==> src/rtl/vga_timing_ctrl.sv <==
// VGA raster timing generator (640x480@60Hz by default) with renderer-latency compensation.
// Pixel coordinates go out combinationally; sync and colour leave through one aligned output register.
module vga_timing_ctrl #(
  parameter int unsigned H_ACTIVE = 640,
  parameter int unsigned H_FP     = 16,
  parameter int unsigned H_SYNC   = 96,
  parameter int unsigned H_BP     = 48,
  parameter int unsigned V_ACTIVE = 480,
  parameter int unsigned V_FP     = 10,
  parameter int unsigned V_SYNC   = 2,
  parameter int unsigned V_BP     = 33,
  parameter int unsigned PIX_LAT  = 1
) (
  input  logic        vga_clk,
  input  logic        vga_rst,
  input  logic [11:0] pixel_data,
  output logic [9:0]  x_pos,
  output logic [9:0]  y_pos,
  output logic        hs,
  output logic        vs,
  output logic [3:0]  vga_r,
  output logic [3:0]  vga_g,
  output logic [3:0]  vga_b,
  output logic        frame_start
);

  localparam int unsigned CW      = 10;
  localparam int unsigned H_TOTAL = H_ACTIVE + H_FP + H_SYNC + H_BP;
  localparam int unsigned V_TOTAL = V_ACTIVE + V_FP + V_SYNC + V_BP;

  localparam logic [CW-1:0] H_ACT_C   = CW'(H_ACTIVE);
  localparam logic [CW-1:0] H_SYNC_LO = CW'(H_ACTIVE + H_FP);
  localparam logic [CW-1:0] H_SYNC_HI = CW'(H_ACTIVE + H_FP + H_SYNC);
  localparam logic [CW-1:0] H_LAST    = CW'(H_TOTAL - 1);
  localparam logic [CW-1:0] V_ACT_C   = CW'(V_ACTIVE);
  localparam logic [CW-1:0] V_SYNC_LO = CW'(V_ACTIVE + V_FP);
  localparam logic [CW-1:0] V_SYNC_HI = CW'(V_ACTIVE + V_FP + V_SYNC);
  localparam logic [CW-1:0] V_LAST    = CW'(V_TOTAL - 1);

  // Delay-line word layout: {active, hs_raw, vs_raw}; idle value keeps syncs deasserted.
  localparam logic [2:0] DLY_IDLE = 3'b011;

  logic [CW-1:0] h_cnt;
  logic [CW-1:0] v_cnt;
  logic          h_last;
  logic          v_last;
  logic          active;
  logic          hs_raw;
  logic          vs_raw;
  logic [2:0]    dly [PIX_LAT];
  logic [2:0]    tail;

  assign h_last = (h_cnt == H_LAST);
  assign v_last = (v_cnt == V_LAST);

  // Raster counters: h every cycle, v on each line wrap.
  always_ff @(posedge vga_clk or posedge vga_rst) begin
    if (vga_rst) begin
      h_cnt <= '0;
      v_cnt <= '0;
    end else if (h_last) begin
      h_cnt <= '0;
      v_cnt <= v_last ? '0 : v_cnt + CW'(1);
    end else begin
      h_cnt <= h_cnt + CW'(1);
    end
  end

  always_comb begin
    active = (h_cnt < H_ACT_C) && (v_cnt < V_ACT_C);
    hs_raw = !((h_cnt >= H_SYNC_LO) && (h_cnt < H_SYNC_HI));
    vs_raw = !((v_cnt >= V_SYNC_LO) && (v_cnt < V_SYNC_HI));
    x_pos  = active ? h_cnt : '0;
    y_pos  = active ? v_cnt : '0;
  end

  // Matches the renderer pipeline so decoded timing meets its pixel on the same edge.
  always_ff @(posedge vga_clk or posedge vga_rst) begin
    if (vga_rst) begin
      for (int i = 0; i < int'(PIX_LAT); i++) dly[i] <= DLY_IDLE;
    end else begin
      dly[0] <= {active, hs_raw, vs_raw};
      for (int i = 1; i < int'(PIX_LAT); i++) dly[i] <= dly[i-1];
    end
  end

  assign tail = dly[PIX_LAT-1];

  always_ff @(posedge vga_clk or posedge vga_rst) begin
    if (vga_rst) begin
      hs          <= 1'b1;
      vs          <= 1'b1;
      vga_r       <= '0;
      vga_g       <= '0;
      vga_b       <= '0;
      frame_start <= 1'b0;
    end else begin
      hs          <= tail[1];
      vs          <= tail[0];
      vga_b       <= tail[2] ? pixel_data[11:8] : 4'h0;
      vga_g       <= tail[2] ? pixel_data[7:4]  : 4'h0;
      vga_r       <= tail[2] ? pixel_data[3:0]  : 4'h0;
      frame_start <= h_last && v_last;
    end
  end

endmodule

==> config.mk <==
export PLATFORM = sky130hd
export DESIGN_NAME = vga_timing_ctrl
export DESIGN_NICKNAME = d
export VERILOG_FILES = /design/src/rtl/vga_timing_ctrl.sv
export SDC_FILE = /design/constraint.sdc
export NUM_CORES = 1
export LEC_CHECK = 0
export ABC_AREA = 1
export CORE_ASPECT_RATIO = 1.5
export CORE_MARGIN = 2
export CORE_UTILIZATION = 54
export CTS_BUF_LIST = sky130_fd_sc_hd__clkbuf_4 sky130_fd_sc_hd__clkbuf_8
export CTS_CLUSTER_SIZE = 8
export DETAILED_ROUTE_END_ITERATION = 8
export GPL_TIMING_DRIVEN = 1
export PLACE_DENSITY = 0.95
export REMOVE_ABC_BUFFERS = 1
export SLEW_MARGIN = 20
export SYNTH_ARGS = -nofsm -noshare
export SYNTH_HDL_FRONTEND = slang
export SYNTH_SLANG_ARGS = --single-unit
==> constraint.sdc <==
create_clock -name vga_clk -period 3.03 [get_ports vga_clk]
set_input_delay 0.303 -clock vga_clk [delete_from_list [all_inputs] [get_ports vga_clk]]
set_output_delay 0.303 -clock vga_clk [all_outputs]
set_load 0.01 [all_outputs]
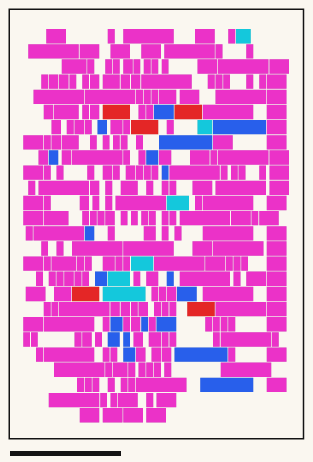
*Drive-strength map*
Bar = 20 um.
Key: x6 and larger = red [cells 5, share 1.7%, most used clkbuf_8]; x3 and x4 = cyan [cells 6, share 2.1%, most used nor2_4]; x2 = blue [cells 19, share 6.6%]; x1 and smaller = magenta [cells 257, share 90%]

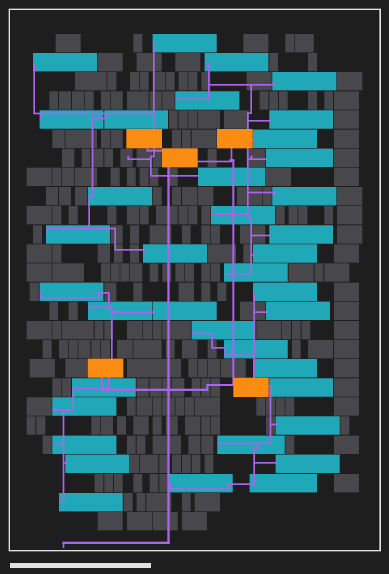
*Clock network drawn from the DEF*
Bar = 20 um.
Key: flip-flops = cyan [count 38]; clock wires = purple [length 442 um]; clock-net drivers = orange [count 5]
There are 6 routed clock nets.

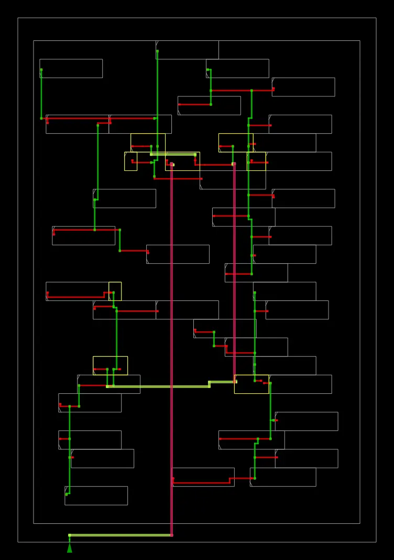
*Clock wiring as the flow saved it*
Inserted Clock Buffers: 5
Clk. pwr: 0.334 mW
flop count: 38
Fin Clk Skew: 0.00775 ns

==> ci_impl_report.md <==
### Yosys + OpenROAD results

| Metric | Value |
|---|---|
| First-pass GRT wire length | 6.47 mm |
| Setup violators final | 0 |
| Post-synth ARST share | 100% |
| Longest Clk Path Bufs | 2 |
| CTS tree | done |
| Clock buffer count | 6 |
| Aoi share | 4.33% |
| Layout Nets | 304 |
| Register share after synthesis | 50.1% |
| Syn_area_per_cell | 8.08 um2 |
| Highest Signal Layer | met4 |
| Area fraction in xor and xnor cells | 2.30% |
| Dpl ws | 1.09 ns |
| Core area | 3380 um2 |
| Final Power | 0.907 mW |
| Vias | 1623 |
| Number of diodes | 0 |
| CP Capture Type | primary output |
| Mux frac, synth | 0% |
| CP startpoint | h_cnt[8]$_DFF_PP0_ |
| Routed wl met3 | 217 um |
| Largest class | sequential cells |
| GR Layer Usage met2 | 36.1% |
| Met3 GRT Util | 4.86% |
| DP HPWL | 2.90 mm |
| Remaining antenna violation count | 0 |
| Outcome | complete, no violations |
| Yosys Chip Area | 1910 um2 |
| Hold-fix buffers, CTS | 0 |
| Top-area cell share | 44.6% |
| Min-Delay Endpoint | hs$_DFF_PP1_ |
| Htree depth | 2 |
| CTS clk-pin slew, worst paths | 0.07 ns |
| Dpl cell area | 2400 um2 |
| Num Clock Sinks | 38 |
| Top cells, area | dfrtp_1, inv_1, nand2_1 |
| Critical path endpoint | y_pos[6] |
| RR Startpoint | h_cnt[0]$_DFF_PP0_ |
| Share of cells above drive strength 1 | 10.5% |
| Adder share | 2.62% |
| Clk_lat worst skew | 0.29 ns |
| Syn-to-layout area delta | 30.3% |
| R2R Path End | v_cnt[9]$_DFFE_PP0N_ |
| Die Height | 76.8 um |
| Well-tap cell count | 42 |
| Sw Ratio | 21.1% |
| Logic pwr share | 6.1% |
| Dominant register cell | dfrtp_1 |
| Int Pwr | 0.715 mW |
| Fraction of area in non-clock buffers | 19.2% |
| Number of global-route vias before repair | 1502 |
| CP arrival | 1.94 ns |
| Final Hold Viols | 0 |
| Grt met1 use | 24.5% |
| Crit path max fanout | 18 |
| Sw power | 0.192 mW |
| All-layer global routing usage | 21.6% |
| Row cnt | 26 |
| CTS root buf | clkbuf_8 |
| Fin. max-slew vios | 0 |
| Remaining DRCs | 0 |
| Comb group | 0.0556 mW |
| Combinational Gates | 141 |
| WP buf/inv | 2 |
| Gp weighted congestion | 0.876 |
| And+or+nand+nor area frac | 28.1% |
| Non-clk bufs | 48 |
| Logic inverters | 52 |
| Die area | 4030 um2 |
| Top pwr grp | registers |
| R2R setup slack | 1.55 ns |
| Pwr/cell area | 365 nW/um2 |
Power is estimated from default activity; no workload was simulated.
